## src/rtl/blake2_controller.sv

```systemverilog
// Input-side controller for a BLAKE2 core: packs narrow words into a block buffer and sequences
// init/next/digest. Optional macro CONTROLLER_AUTO_START_EN starts hashing when the buffer fills.
module blake2_controller #(
  parameter int unsigned BUS_WIDTH   = 2,
  parameter int unsigned BLOCK_WIDTH = 16,
  parameter int unsigned MAX_BLOCKS  = 4
) (
  input  logic                   clk,
  input  logic                   reset_n,
  input  logic                   valid_in,
  input  logic [BUS_WIDTH-1:0]   din,
  input  logic                   new_hash_request,
  input  logic                   hash_ready,
  input  logic                   digest_valid,
  output logic                   init,
  output logic                   next,
  output logic                   final_block,
  output logic [BLOCK_WIDTH-1:0] block,
  output logic [127:0]           data_length,
  output logic                   hash_started,
  output logic                   cont_buf_empty,
  output logic                   cont_buf_full
);

  localparam int unsigned Wpb  = BLOCK_WIDTH / BUS_WIDTH;
  localparam int unsigned Cap  = MAX_BLOCKS * Wpb;
  localparam int unsigned CntW = $clog2(Cap + 1);
  localparam int unsigned BlkW = (MAX_BLOCKS > 1) ? $clog2(MAX_BLOCKS) : 1;
  localparam int unsigned BufW = MAX_BLOCKS * BLOCK_WIDTH;
  localparam logic [CntW-1:0] CapW = CntW'(Cap);

  typedef enum logic [2:0] {StIdle, StInit, StWaitRdy, StNext, StWaitDig} state_e;

  state_e                 state_q;
  logic [CntW-1:0]        wcnt_q, wcnt_d;
  logic [BufW-1:0]        buf_q, buf_d;
  logic [BlkW-1:0]        blk_q;
  logic                   init_q, next_q, final_q, started_q, empty_q, full_q;
  logic [BLOCK_WIDTH-1:0] block_q;
  logic [127:0]           len_q;

  logic                   accept, start, last_blk;
  logic [31:0]            wr_lsb, rd_lsb;
  logic [CntW-1:0]        nblk;
  logic [BLOCK_WIDTH-1:0] blk_sel;

`ifdef CONTROLLER_AUTO_START_EN
  assign start = new_hash_request || full_q;
`else
  assign start = new_hash_request;
`endif

  always_comb begin
    accept = (state_q == StIdle) && valid_in && !full_q;
    wr_lsb = 32'(wcnt_q) * BUS_WIDTH;
    rd_lsb = 32'(blk_q) * BLOCK_WIDTH;
    wcnt_d = wcnt_q;
    buf_d  = buf_q;
    if (accept) begin
      buf_d[wr_lsb +: BUS_WIDTH] = din;
      wcnt_d = wcnt_q + 1'b1;
    end
    if (state_q == StWaitDig && digest_valid) begin
      wcnt_d = '0;
      buf_d  = '0;
    end
    // An empty message still sends one all-zero final block.
    nblk     = (wcnt_q == '0) ? CntW'(1) : CntW'((32'(wcnt_q) + Wpb - 1) / Wpb);
    last_blk = (CntW'(blk_q) == nblk - CntW'(1));
    blk_sel  = buf_q[rd_lsb +: BLOCK_WIDTH];
  end

  always_ff @(posedge clk) begin
    if (!reset_n) begin
      state_q   <= StIdle;
      wcnt_q    <= '0;
      buf_q     <= '0;
      blk_q     <= '0;
      init_q    <= 1'b0;
      next_q    <= 1'b0;
      final_q   <= 1'b0;
      block_q   <= '0;
      started_q <= 1'b0;
      empty_q   <= 1'b1;
      full_q    <= 1'b0;
      len_q     <= '0;
    end else begin
      wcnt_q  <= wcnt_d;
      buf_q   <= buf_d;
      empty_q <= (wcnt_d == '0);
      full_q  <= (wcnt_d == CapW);
      len_q   <= 128'(32'(wcnt_d) * BUS_WIDTH);
      init_q  <= 1'b0;
      next_q  <= 1'b0;
      final_q <= 1'b0;
      block_q <= '0;
      unique case (state_q)
        StIdle: begin
          if (start) begin
            state_q   <= StInit;
            init_q    <= 1'b1;
            started_q <= 1'b1;
            blk_q     <= '0;
          end
        end
        StInit: state_q <= StWaitRdy;
        StWaitRdy: begin
          if (hash_ready) begin
            state_q <= StNext;
            next_q  <= 1'b1;
            block_q <= blk_sel;
            final_q <= last_blk;
          end
        end
        StNext: begin
          if (last_blk) begin
            state_q <= StWaitDig;
          end else begin
            blk_q   <= blk_q + 1'b1;
            state_q <= StWaitRdy;
          end
        end
        StWaitDig: begin
          if (digest_valid) begin
            state_q   <= StIdle;
            started_q <= 1'b0;
          end
        end
        default: state_q <= StIdle;
      endcase
    end
  end

  assign init           = init_q;
  assign next           = next_q;
  assign final_block    = final_q;
  assign block          = block_q;
  assign data_length    = len_q;
  assign hash_started   = started_q;
  assign cont_buf_empty = empty_q;
  assign cont_buf_full  = full_q;

endmodule

```

## config.mk

```make
export PLATFORM = sky130hd
export DESIGN_NAME = blake2_controller
export DESIGN_NICKNAME = d
export VERILOG_FILES = /design/src/rtl/blake2_controller.sv
export SDC_FILE = /design/constraint.sdc
export NUM_CORES = 1
export LEC_CHECK = 0
export ABC_AREA = 1
export CORE_ASPECT_RATIO = 1.1
export CORE_MARGIN = 1.5
export CORE_UTILIZATION = 49
export DETAILED_ROUTE_END_ITERATION = 10
export HOLD_SLACK_MARGIN = 0.06
export PLACE_DENSITY = 0.93
export SETUP_SLACK_MARGIN = 0.05
export SYNTH_ARGS = -nofsm -noshare
export SYNTH_HDL_FRONTEND = slang
export SYNTH_SLANG_ARGS = --single-unit
```

## constraint.sdc

```tcl
create_clock -name clk -period 3.2 [get_ports clk]
set_input_delay 0.48 -clock clk [delete_from_list [all_inputs] [get_ports clk]]
set_output_delay 0.48 -clock clk [all_outputs]
set_load 0.005 [all_outputs]
```

==> images/closeup.png <==
Window x 40 to 65, y 45 to 70 microns. Cells in gray, sequential cells in the stronger gray; small squares are vias.
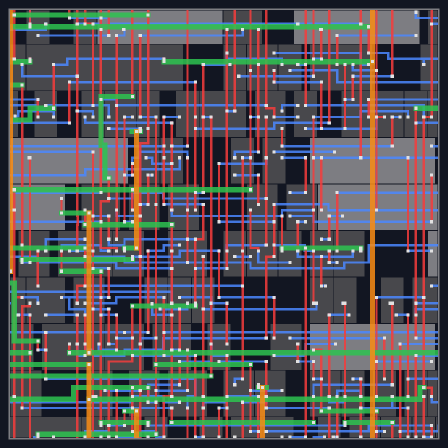
| color | layer |
|---|---|
| green | M3 |
| orange | M4 |
| blue | M1 |
| red | M2 |
most frequent: nor2_1 (14), inv_1 (8), nand2_1 (8)
cells with their middle in the window: 70
sequential cells in the window: 6
netlist names of flops here include: buf_q (6)

==> images/m2.png <==
Scale: 3 px per micron.
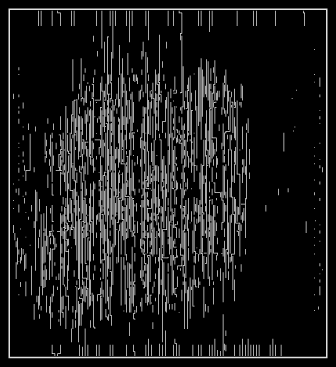
share of all routed wire: 48%
wire length on this layer: 5,930 microns
longest straight run: 37.4 microns
main direction: vertical
nets with wire on the layer: 698
detailed-route via count: 4,992
wire length reported by the detailed router: 12.39 mm
M2 GR Usage: 34.16%

==> out/qor.rpt <==
CLOCKING
--------------------------------------------------------------------------------
Post-CTS sizing                                                                0
CTS tree                                                                     yes
Maximum buffer depth of the clock tree                                         2
Total number of clock tree sinks                                              97

SYNTHESIS
--------------------------------------------------------------------------------
Fraction of the mapped netlist area in adder cells                        1.108%
Register area share after synthesis                                       34.40%
XOR Share, Synth                                                         0.6206%
Post-synth top flop                                                 sky130_fd_sc_hd__dfxtp_1
Top logic family                                                    buffers and inverters
Async SR Flop Fraction                                                        0%

GLOBAL ROUTE
--------------------------------------------------------------------------------
Vias in the first global route                                             4,385
First-pass GRT wire length                                              20.06 mm
Gr busiest metal                                                            met2

DETAILED ROUTING
--------------------------------------------------------------------------------
Violation count after the first detailed-route iteration                     479
Total DRC errors in the routed layout                                          0
Met1 wire length                                                        5.045 mm

FINAL LAYOUT
--------------------------------------------------------------------------------
Nets                                                                         856
Fraction of final layout cells with drive strength greater than 1         5.425%
Most flop-heavy register                                                   buf_q
Diodes inserted                                                                0

MIN PATH
--------------------------------------------------------------------------------
Cell depth of the worst hold path                                              2
Worst hold path type                                                flop to flop

POWER AND IR DROP
--------------------------------------------------------------------------------
Clk. pwr                                                                 1.16 mW
Leading power group                                                    registers
Leakage power figure                                                    2.671 nW
Cell Pwr Density                                                    538.5 nW/um^2
Clock power share                                                          35.9%

OUTCOME
--------------------------------------------------------------------------------
Outcome                                                             finished clean

CRITICAL PATH
--------------------------------------------------------------------------------
Required @ worst endpoint                                                3.42 ns
Cell depth of the worst setup path                                            11
CP most frequent cell                                               sky130_fd_sc_hd__nor2_1
CP Launch Point                                                     data_length[1]$_SDFF_PN0_

FLOORPLANNING
--------------------------------------------------------------------------------
# rows                                                                        40
Height of the die                                                   115.6 microns

FINAL TIMING
--------------------------------------------------------------------------------
Peak clock frequency supported by timing                              0.3665 GHz

==> images/sizing.png <==
Scale: 4 px per micron.
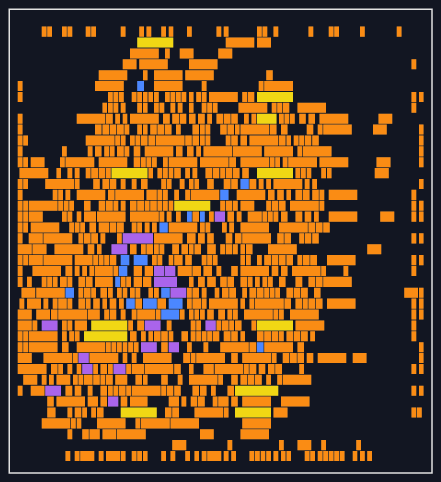
| color | size | cells |
|---|---|---|
| yellow | x6 and larger | 12 |
| orange | x1 and smaller | 802 |
| purple | x3 and x4 | 17 |
| blue | x2 | 17 |
count of non-CTS buffers in the layout: 43
cell area after layout: 5992 sq um
final worst setup slack: 0.4716 ns
Area Overhead vs Synth: 6.139%

==> images/ff_map.png <==
Scale: 3 px per micron. Other sequential cells in the stronger gray, the rest of the logic in the fainter gray.
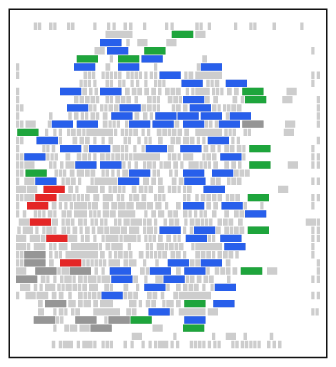
| color | netlist name | flops |
|---|---|---|
| blue | buf_q | 64 |
| red | data_length | 6 |
| green | block | 16 |
not colored: 11
Seq group: 1.27 mW
register cell area after layout: 1942 sq um
proportion of cell area occupied by registers: 32.41%
end-of-flow core utilization: 54.17%

## metrics by stage
step                      area (sq um)  cells  total power, mW  hold WS [ns]
after floorplan                   6100    937            1.994        0.4195
after global placement            5670    979            2.052        0.4302
after detailed placement          5670    979            2.068        0.4328
after CTS                         5992    995            3.223        0.4426
after global routing              5992    995            3.384        0.4598
final                             5992    995            3.227        0.4409
## cell type report
class	count	share of cell area (%)
clock buffers	11	4.051
clock inverters	5	1.316
inverters	88	5.513
multi-input cells	604	46.79
flip-flops and latches	97	32.41
well taps	147	3.070
repair buffers	43	6.849
## worst register-to-register path, delay by kind of cell (launching register included)
kind                       cells  cell delay [ns]
DFF                            1             0.55
and+or+nand+nor                5             0.85
buffers and inverters          3             0.40
AOI/OAI and AO/OA              2             0.35
adders and majority gates      1             0.44
Power is estimated from default activity; no workload was simulated.
